File: config.mk
export PLATFORM = sky130hd
export DESIGN_NAME = wide_add_seq
export DESIGN_NICKNAME = d
export VERILOG_FILES = /design/src/rtl/wide_add_pkg.sv /design/src/rtl/word_adder.sv /design/src/rtl/wide_add_seq.sv
export SDC_FILE = /design/constraint.sdc
export NUM_CORES = 1
export LEC_CHECK = 0
export CAP_MARGIN = 40
export CORE_MARGIN = 1
export CORE_UTILIZATION = 30
export CTS_CLUSTER_DIAMETER = 200
export DETAILED_ROUTE_END_ITERATION = 7
export PLACE_DENSITY_LB_ADDON = 0.12
export SLEW_MARGIN = 20
export SYNTH_ARGS = -nofsm -noshare
export SYNTH_HDL_FRONTEND = slang
export SYNTH_SLANG_ARGS = --single-unit
File: constraint.sdc
create_clock -name clk -period 5 [get_ports clk]
set_input_delay 0.5 -clock clk [delete_from_list [all_inputs] [get_ports clk]]
set_output_delay 0.5 -clock clk [all_outputs]
set_load 0.01 [all_outputs]
File: src/rtl/wide_add_pkg.sv
// Shared types and default sizing for the sequential wide adder.
// Contents: FSM state encoding (IDLE/RUN/DONE), default slice width and
// slice count.
package wide_add_pkg;

  localparam int unsigned DEF_W     = 16;
  localparam int unsigned DEF_WORDS = 4;

  typedef enum logic [1:0] {
    IDLE = 2'd0,
    RUN  = 2'd1,
    DONE = 2'd2
  } state_e;

endpackage

File: src/rtl/word_adder.sv
// W-bit carry-select adder slice, shared by every word of a wide operation.
// Ports:
//   a, b    : slice operands
//   cin     : carry into bit 0
//   sum_c   : slice sum
//   cout_c  : carry out of the MSB
//   cmsb_c  : carry into the MSB (for signed overflow detection)
// W must be at least 2.
module word_adder #(
  parameter int unsigned W = 16
) (
  input  logic [W-1:0] a,
  input  logic [W-1:0] b,
  input  logic         cin,
  output logic [W-1:0] sum_c,
  output logic         cout_c,
  output logic         cmsb_c
);

  localparam int unsigned LO  = W / 2;
  localparam int unsigned HI  = W - LO;
  localparam int unsigned LOW = LO + 1;
  localparam int unsigned HIW = HI + 1;

  logic [LO:0] lo_c;
  logic [HI:0] hi0_c;
  logic [HI:0] hi1_c;
  logic [HI:0] hi_c;

  // Lower half ripples; upper half is precomputed for both carry values.
  assign lo_c  = {1'b0, a[LO-1:0]} + {1'b0, b[LO-1:0]} + LOW'(cin);
  assign hi0_c = {1'b0, a[W-1:LO]} + {1'b0, b[W-1:LO]};
  assign hi1_c = {1'b0, a[W-1:LO]} + {1'b0, b[W-1:LO]} + HIW'(1'b1);
  assign hi_c  = lo_c[LO] ? hi1_c : hi0_c;

  assign sum_c  = {hi_c[HI-1:0], lo_c[LO-1:0]};
  assign cout_c = hi_c[HI];
  // Carry into the MSB recovered from the MSB sum bit.
  assign cmsb_c = a[W-1] ^ b[W-1] ^ sum_c[W-1];

endmodule

File: src/rtl/wide_add_seq.sv
// Sequential N-bit adder (N = W*WORDS) that reuses one W-bit slice adder over
// WORDS cycles, least-significant slice first.
// Optional feature: define SUBTRACT_EN to add the 'sub' port (A-B mode).
// Ports:
//   clk, rst          : clock, synchronous active-high reset
//   start             : request; accepted only while ready
//   a, b, cin, (sub)  : operands, latched on accepted start
//   ready/busy/done   : IDLE / RUN / DONE state indicators (done is a pulse)
//   sum, cout, ovf    : result, carry out, signed overflow (held until next start)
module wide_add_seq
  import wide_add_pkg::*;
#(
  parameter int unsigned W     = DEF_W,
  parameter int unsigned WORDS = DEF_WORDS
) (
  input  logic               clk,
  input  logic               rst,
  input  logic               start,
  input  logic [W*WORDS-1:0] a,
  input  logic [W*WORDS-1:0] b,
  input  logic               cin,
`ifdef SUBTRACT_EN
  input  logic               sub,
`endif
  output logic               ready,
  output logic               busy,
  output logic               done,
  output logic [W*WORDS-1:0] sum,
  output logic               cout,
  output logic               ovf
);

  localparam int unsigned N    = W * WORDS;
  localparam int unsigned IDXW = (WORDS > 1) ? $clog2(WORDS) : 1;

  state_e          state_q, state_d;
  logic [IDXW-1:0] idx_q, idx_d;
  logic [N-1:0]    a_q, a_d;
  logic [N-1:0]    b_q, b_d;
  logic            cin_q, cin_d;
  logic            carry_q, carry_d;
  logic [N-1:0]    sum_q, sum_d;
  logic            cout_q, cout_d;
  logic            ovf_q, ovf_d;
  logic            ready_q, ready_d;
  logic            busy_q, busy_d;
  logic            done_q, done_d;
  logic            sub_eff;

`ifdef SUBTRACT_EN
  logic sub_q, sub_d;
  assign sub_eff = sub_q;
`else
  assign sub_eff = 1'b0;
`endif

  logic [W-1:0] a_sl, b_sl, bp_sl, s_sl;
  logic         c_sl, co_sl, cm_sl;

  // Select the operand slice addressed by the current word index.
  always_comb begin
    a_sl = '0;
    b_sl = '0;
    for (int k = 0; k < WORDS; k++) begin
      if (idx_q == IDXW'(k)) begin
        a_sl = a_q[k*W +: W];
        b_sl = b_q[k*W +: W];
      end
    end
    bp_sl = sub_eff ? ~b_sl : b_sl;
    // Word 0 takes the external carry (forced to 1 for subtraction).
    c_sl  = (idx_q == '0) ? (sub_eff | cin_q) : carry_q;
  end

  word_adder #(.W(W)) u_word_adder (
    .a      (a_sl),
    .b      (bp_sl),
    .cin    (c_sl),
    .sum_c  (s_sl),
    .cout_c (co_sl),
    .cmsb_c (cm_sl)
  );

  // Next-state and datapath update.
  always_comb begin
    state_d = state_q;
    idx_d   = idx_q;
    a_d     = a_q;
    b_d     = b_q;
    cin_d   = cin_q;
    carry_d = carry_q;
    sum_d   = sum_q;
    cout_d  = cout_q;
    ovf_d   = ovf_q;
`ifdef SUBTRACT_EN
    sub_d   = sub_q;
`endif

    case (state_q)
      IDLE: begin
        if (start) begin
          state_d = RUN;
          idx_d   = '0;
          a_d     = a;
          b_d     = b;
          cin_d   = cin;
`ifdef SUBTRACT_EN
          sub_d   = sub;
`endif
          carry_d = 1'b0;
          sum_d   = '0;
          cout_d  = 1'b0;
          ovf_d   = 1'b0;
        end
      end
      RUN: begin
        for (int k = 0; k < WORDS; k++) begin
          if (idx_q == IDXW'(k)) sum_d[k*W +: W] = s_sl;
        end
        carry_d = co_sl;
        if (idx_q == IDXW'(WORDS - 1)) begin
          cout_d  = co_sl;
          ovf_d   = cm_sl ^ co_sl;
          idx_d   = '0;
          state_d = DONE;
        end else begin
          idx_d = idx_q + IDXW'(1);
        end
      end
      DONE:    state_d = IDLE;
      default: state_d = IDLE;
    endcase

    ready_d = (state_d == IDLE);
    busy_d  = (state_d == RUN);
    done_d  = (state_d == DONE);
  end

  always_ff @(posedge clk) begin
    if (rst) begin
      state_q <= IDLE;
      idx_q   <= '0;
      a_q     <= '0;
      b_q     <= '0;
      cin_q   <= 1'b0;
      carry_q <= 1'b0;
      sum_q   <= '0;
      cout_q  <= 1'b0;
      ovf_q   <= 1'b0;
      ready_q <= 1'b1;
      busy_q  <= 1'b0;
      done_q  <= 1'b0;
`ifdef SUBTRACT_EN
      sub_q   <= 1'b0;
`endif
    end else begin
      state_q <= state_d;
      idx_q   <= idx_d;
      a_q     <= a_d;
      b_q     <= b_d;
      cin_q   <= cin_d;
      carry_q <= carry_d;
      sum_q   <= sum_d;
      cout_q  <= cout_d;
      ovf_q   <= ovf_d;
      ready_q <= ready_d;
      busy_q  <= busy_d;
      done_q  <= done_d;
`ifdef SUBTRACT_EN
      sub_q   <= sub_d;
`endif
    end
  end

  assign ready = ready_q;
  assign busy  = busy_q;
  assign done  = done_q;
  assign sum   = sum_q;
  assign cout  = cout_q;
  assign ovf   = ovf_q;

endmodule

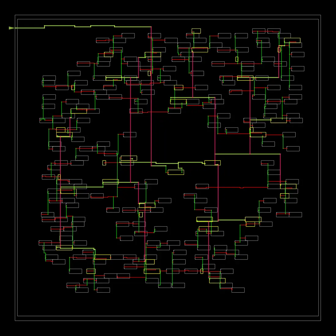
Figure 1: clock wiring as the flow saved it.
flop count: 203
Max Clock Skew: 0.0101 ns
Inserted Clock Buffers: 23

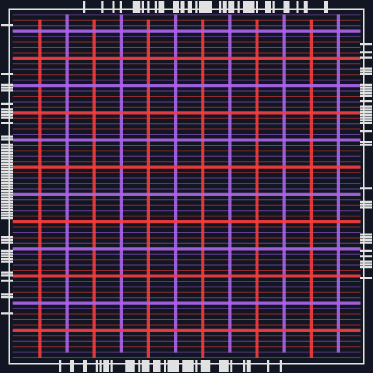
Figure 2: floorplan with the power grid.
Scale: 2 px per um. Pins as bars on the die edge.
net	colour
VSS	red
VDD	purple
met5 straps	12
met4 straps	12
rows	63
met1 rails	64

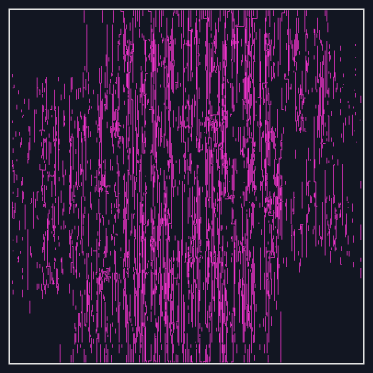
Figure 3: the metal 2 layer.
Scale: 2 px per um.
share of all routed wire	46%
longest straight run	71.7 um
nets with wire on the layer	1,219

==> flow_metrics.py <==
# Metrics from the implementation run
metrics = {
    "flow_run": {
        "tool_warnings": 31,
    },
    "clock_tree": {
        "cts_tree": "built",
    },
    "yosys": {
        "synthCells": 1262,
        "top_cells_by_count": "nand2_1 (418), a21oi_1 (254), dfxtp_1 (203), nor2_1 (108), clkbuf_1 (82)",
        "post-synth-top-count-cell": "nand2_1",
    },
    "grt": {
        "grt_first_pass_wirelength_um": 47400,
        "grt_start_max_net_pins": 104,
    },
    "floorplanning": {
        "chipArea_um2": 31200,
    },
    "sta": {
        "hold_violations": 0,
        "fin_crit_ns": 4.55,
        "setup_viol": 0,
    },
    "drt": {
        "via_per_inst": 4.88,
    },
    "worst_setup_path": {
        "arrival_ns": 4.95,
        "cp.depth": 17,
        "cp_slowest_cell": "or4_4",
    },
    "place": {
        "dp.cells": 1783,
        "gp_congestion": 0.833,
    },
    "cells_and_area": {
        "fin_util_pct": 41.2,
        "logic_area_um2": 4720,
        "layout_top_cell": "nand2_1",
        "antennaDiodeCount": 0,
        "mostFrequentLayoutCells": "nand2_1 (418), a21oi_1 (254), dfxtp_1 (203)",
    },
    "status": {
        "status": "finished, final reports clean",
    },
}
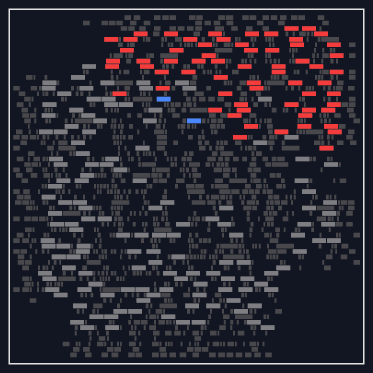
Figure 4: sequential cells coloured by netlist name.
Scale: 2 px per um.
name in the netlist	colour	placed flops
sum	red	64
state_q	blue	2
Flop area: 4060 um^2
flop share of the area: 33.1%
Seq. pwr: 1.76 mW

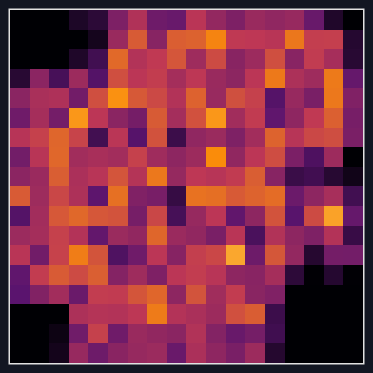
Figure 5: local utilization.
Scale: 2 px per um. The die is cut into 18 by 18 equal tiles; black is low, pale yellow is high, 0 to 100% covered.
fullest tile	81%
tiles over 75% full	1.5%
emptiest ninth of the die	bottom right

registers in the layout, indices dropped and copies added (netlist names):
register / count
a_q: 64
b_q: 64
sum: 64
idx_q: 2
state_q: 2
busy: 1
carry_q: 1
cin_q: 1
cout: 1
done: 1
ovf: 1
ready: 1
worst register-to-register path: cells and delay by family (launching register included):
family | cells | cell delay, ns
fa+ha+maj | 3 | 1.02
xor+xnor | 1 | 0.16
compound gates | 7 | 1.45
simple gates | 5 | 1.31
flops | 1 | 0.40
buf+inv | 1 | 0.09
report_power, final:
part / total [mW] / internal (mW) / leakage [nW] / switching, mW
combinational: 0.626 / 0.267 / 2.59 / 0.360
sequential: 1.76 / 1.70 / 1.66 / 0.0559
clock: 1.68 / 1.01 / 0.377 / 0.664
total: 4.06 / 2.98 / 4.63 / 1.08
Power figures rest on the tool's default switching activity, not on a simulated workload.
